Figure 1. I/O nets highlighted (run 1).
Scale: 8 px per um.
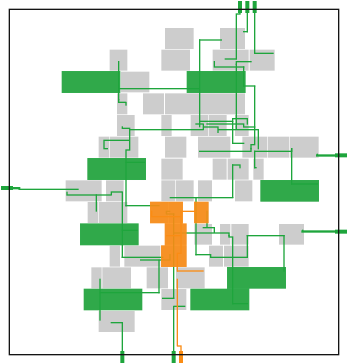
Figure 2. Gate families picked out (run 1).
Scale: 6 px per um.
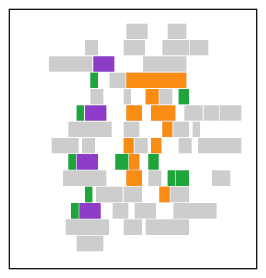
Figure 3. The clock network (run 1).
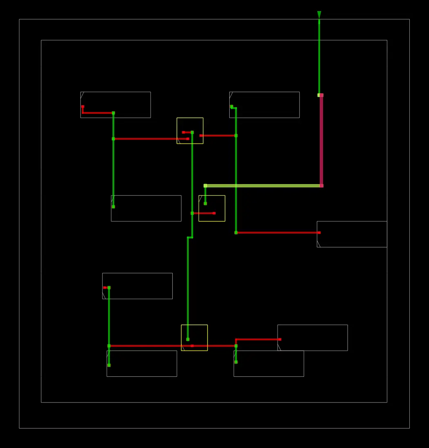
`config.mk`:
```
export PLATFORM = sky130hd
export DESIGN_NAME = sat_counter
export DESIGN_NICKNAME = d
export VERILOG_FILES = /design/src/rtl/sat_counter.sv
export SDC_FILE = /design/constraint.sdc
export NUM_CORES = 1
export LEC_CHECK = 0
export ABC_CLOCK_PERIOD_IN_PS = 2100
export CAP_MARGIN = 20
export CORE_AREA = 2 2 39 41
export DETAILED_ROUTE_END_ITERATION = 10
export DIE_AREA = 0 0 41 43
export GPL_TIMING_DRIVEN = 0
export MAX_ROUTING_LAYER = met4
export SLEW_MARGIN = 20
export SYNTH_ARGS = -nofsm -noshare
export SYNTH_HDL_FRONTEND = slang
export SYNTH_SLANG_ARGS = --single-unit
```
`constraint.sdc`:
```
create_clock -name clk_i -period 2.1 [get_ports clk_i]
set_clock_uncertainty 0.2 [all_clocks]
set_input_delay 0.42 -clock clk_i [delete_from_list [all_inputs] [get_ports clk_i]]
set_output_delay 0.42 -clock clk_i [all_outputs]
set_load 0.05 [all_outputs]
```
`src/rtl/sat_counter.sv`:
```
// Saturating up-counter with synchronous clear; clear beats increment.
module sat_counter #(
  parameter int width_p = 8
) (
  input  logic               clk_i,
  input  logic               reset_i,
  input  logic               up_i,
  input  logic               clear_i,
  output logic [width_p-1:0] count_o
);

  logic [width_p-1:0] count_q, count_d;

  // Next count: clear first, then increment unless already at all-ones.
  always_comb begin
    count_d = count_q;
    if (clear_i)
      count_d = '0;
    else if (up_i && (count_q != '1))
      count_d = count_q + width_p'(1);
  end

  // Count register with synchronous reset.
  always_ff @(posedge clk_i) begin
    if (reset_i) count_q <= '0;
    else         count_q <= count_d;
  end

  assign count_o = count_q;

endmodule

```
==> run_results.csv, run 1 <==
group,metric,value,unit
timing,holdWs,0.287,ns
route,drt-initial-drc-count,4,
grt,met1_usage,19.4,%
grt,antenna_found_initial,0,
setup_path,cp_top_family,"buffers and inverters",
worst_hold_path,hold_path.class,"flop to flop",
setup_path,worst_ep_required_time,1.48,ns
setup_path,cp_max_fo,3,
cts,clkLatencyLatePin,0.25,ns
placed_design,io_buffers,11,
route,drtAntennaViolNets,0,
logic_synthesis,yosys.cell_types.count,21,
grt,grt_pass1_vias,366,
logic_synthesis,simple_gate_area_share,29.0,%
route,drt-total-wl,899,um
grt,grt_max_degree,9,
setup_path,slowest_delay,0.80,ns
cells_and_area,seqAreaFraction,27.1,%
logic_synthesis,ys.flops,8,
power,power_density,503,mW/mm^2
cts,h-tree-depth,1,
cells_and_area,buf_share,20.3,%
logic_synthesis,ys_sh_xor,0,%
logic_synthesis,ys.warnings.count,0,
outcome,status,"finished, final reports clean",
timing,max-slew-margin-rel,66.6,%
cts,ctsRootBufferMaster,"clkbuf_4",
power,power_leakage,0.000287,uW
## Picture notes: Figure 1
Key: green = `count_o` [bits 8, direction output, end cells 8, buffers 8, wire 304 um]; orange = `up_i` [bits 1, direction input, end cells 5, buffers 1, wire 28.7 um]

## Picture notes: Figure 2
Key: green = NAND gates [cells 10]; purple = multiplexers [cells 4]; orange = inverting AOI/OAI gates [cells 10, where middle]

## Picture notes: Figure 3
clock sinks: 8
Num CTS Buffers: 3

## run 1: final timing paths
path	from	endpoint	slack (ns)	cells past startpoint
max	count_o[6]	count_o[6]	0.09	1
min	count_o[1]	count_o[1]	0.29	2
max reg2reg	count_o[0]	count_o[6]	0.48	4
min reg2reg	count_o[1]	count_o[1]	0.29	2
## run 1: cells in the mapped netlist
master	count
nand3_1	2
inv_1	1
a31oi_1	1
or4_1	1
mux2i_1	4
and3b_1	1
a21oi_1	4
o21ai_0	1
nand2_1	6
or3_1	3
and3_1	3
and4_1	2
nor2_1	1
buf_4	1
a2111oi_4	1
nand4_1	2
a21boi_2	1
nor4_1	1
ha_1	1
dfxtp_1	8
a21boi_1	2
## run 1: logic make-up after synthesis
group                    after synthesis
AND/OR/NAND/NOR                       22
adder cells (fa/ha/maj)                1
multiplexers                           4
flip-flops                             8
AND-OR/OR-AND                         10
buffers and inverters                  2
## run 1: power by group
part	switching, uW	leakage [uW]	total (uW)	internal [uW]
clock network	52.0	0.0000138	117	65.4
registers	1.37	0.0000646	155	153
logic	14.5	0.000209	25.3	10.9
total	67.8	0.000287	297	229
## run 1: timing repair
action,CTS,global route
resized,4,3
setup endpoints to repair,4,3
pin swaps,0,0
hold endpoints to repair,0,0
hold buffers,0,0
## run 1: metal layers
metal	wire length, um	share of wire, %	vias up
met5	0	0	-
met4	9	1.0	0
met3	19	2.1	2
met2	444	49	5
met1	426	47	180
li1	-	-	209
## run 1: stage by stage
step | setup WS [ns] | total power (uW)
6_report | 0.0859 | 297
3_5_place_dp | 0.0823 | 183
5_1_grt | 0.0325 | 320
2_1_floorplan | 0.146 | 170
4_1_cts | 0.00823 | 305
3_3_place_gp | 0.0746 | 183
--- run 2 (diff from run 1) ---
Settings changed: CAP_MARGIN 20 to unset.
Figure 4. Signal wires by layer (run 2).
Scale: 6 px per um.
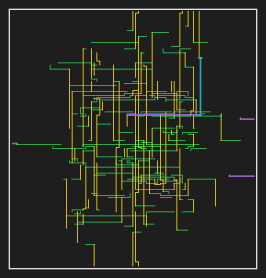
Key: cyan = met4 [wire length 9.50 um]; yellow = met2 [wire length 444 um]; purple = met3 [wire length 19.3 um]; green = met1 [wire length 426 um]

Figure 5. I/O nets highlighted (run 2).
Scale: 8 px per um.
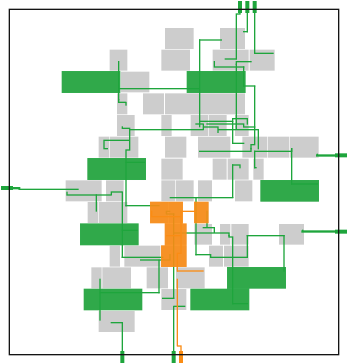
Key: green = `count_o` [bits 8, direction output, end cells 8, buffers 8, wire 304 um]; orange = `up_i` [bits 1, direction input, end cells 5, buffers 1, wire 28.7 um]
port bufs: 11
I/O Pins: 12

==> run 2 against run 1 <==
  * Final cell count is the same
  * Global-route usage unchanged
  * Area after synthesis unchanged
  * Total power stayed put
  * Fmax unchanged
  * Sequential power about the same
  * Register-to-register slack about the same
  * Critical path type unchanged
==> run_results.csv, run 2 <==
group,metric,value,unit
logic_synthesis,edf_count,0,
power,power.switching,67.8,uW
logic_synthesis,synth-main-ff-cell,"dfxtp_1",
power,power_density,503,mW/mm^2
power,power_frac_comb,8.5,%
route,drtAntennaViolNets,0,
power,powerClk,117,uW
route,drt-total-wl,899,um
grt,grt_pass1_vias,366,
logic_synthesis,top_cell,"dfxtp_1",
power,p_int,229,uW
setup_path,regToRegEndpoint,"count_o[6]",
cts,ctsRootBufferMaster,"clkbuf_4",
logic_synthesis,synth-async-reset-ratio,0,%
setup_path,path_depth,1,
cts,clkLatencyLatePin,0.25,ns
setup_path,reg2reg_depth,4,
power,p_seq,155,uW
power,pwr-share-seq,52.0,%
cts,h-tree-depth,1,
outcome,status,"finished, final reports clean",
logic_synthesis,ys.warnings.count,0,
setup_path,reg2reg_setup_slack,0.48,ns
power,pwr-share-clk,39.5,%
cts,cts_sinks,8,
power,p_comb,25.3,uW
logic_synthesis,yosys.cell_types.count,21,
grt,antenna_found_initial,0,
route,drt-initial-drc-count,4,
setup_path,worst_ep_required_time,1.48,ns
power,power_leader,"registers",
setup_path,cp_top_family,"buffers and inverters",
Figure 6. Gate families picked out (run 2).
Scale: 6 px per um.
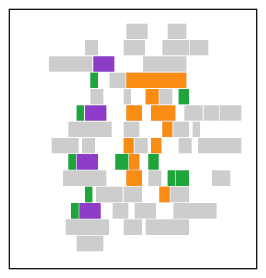
Key: purple = multiplexers [cells 4]; orange = inverting AOI/OAI gates [cells 10, where middle]; green = NAND gates [cells 10]
non-filler cells, final: 77
combinational share of cell area: 44.7%

[run 2: cell counts after synthesis]
No cell type changed its count.
[run 2: cells by family after synthesis]
group	synth area share, %
AOI/OAI and AO/OA	19.5
adders and majority gates	2.87
buffers and inverters	2.59
DFF	36.8
muxes	9.20
and+or+nand+nor	29.0
[run 2: metal layers]
layer | routed length, um | vias to the layer above | track usage (%)
met2 | 444 | 5 | 17.2
met5 | 0 | - | -
li1 | - | 209 | -
met3 | 19 | 2 | 3.14
met1 | 426 | 180 | 19.4
met4 | 9 | 0 | 10.0
[run 2: worst min-delay path by stage]
stage | slack (ns) | endpoint | start
after CTS | 0.29 | count_o[1] | count_o[1]
after global routing | 0.31 | count_o[1] | count_o[1]
final | 0.29 | count_o[1] | count_o[1]
after floorplan | 0.28 | count_o[5] | clear_i
after detailed placement | 0.29 | count_o[1] | count_o[1]
after global placement | 0.28 | count_o[1] | count_o[1]
[run 2: per-stage QoR]
step | setup WS, ns | area, sq um | hold WS (ns) | std cells | utilization (%)
floorplan | 0.146 | 435 | 0.284 | 47 | -
global placement | 0.0746 | 566 | 0.282 | 74 | 40.9
detailed placement | 0.0823 | 566 | 0.285 | 74 | 40.9
CTS | 0.00823 | 583 | 0.292 | 77 | 42.1
global route | 0.0325 | 591 | 0.313 | 77 | 42.7
finish | 0.0859 | 591 | 0.287 | 77 | 42.7
[run 2: cell type report]
type / instances / area [sq um] / share of cell area, %
buffer: 1 / 7.51 / 1.27
sequential: 8 / 160 / 27.1
clock buffer: 3 / 22.5 / 3.81
timing repair buffer: 11 / 113 / 19.1
multi-input combinational: 37 / 264 / 44.7
tap: 16 / 20.0 / 3.39
inverter: 1 / 3.75 / 0.636
[run 2: repair_timing]
action	4_1_cts	5_1_grt
gates resized	4	3
setup endpoints to repair	4	3
setup buffers	0	0
Power and IR drop assume default switching activity.
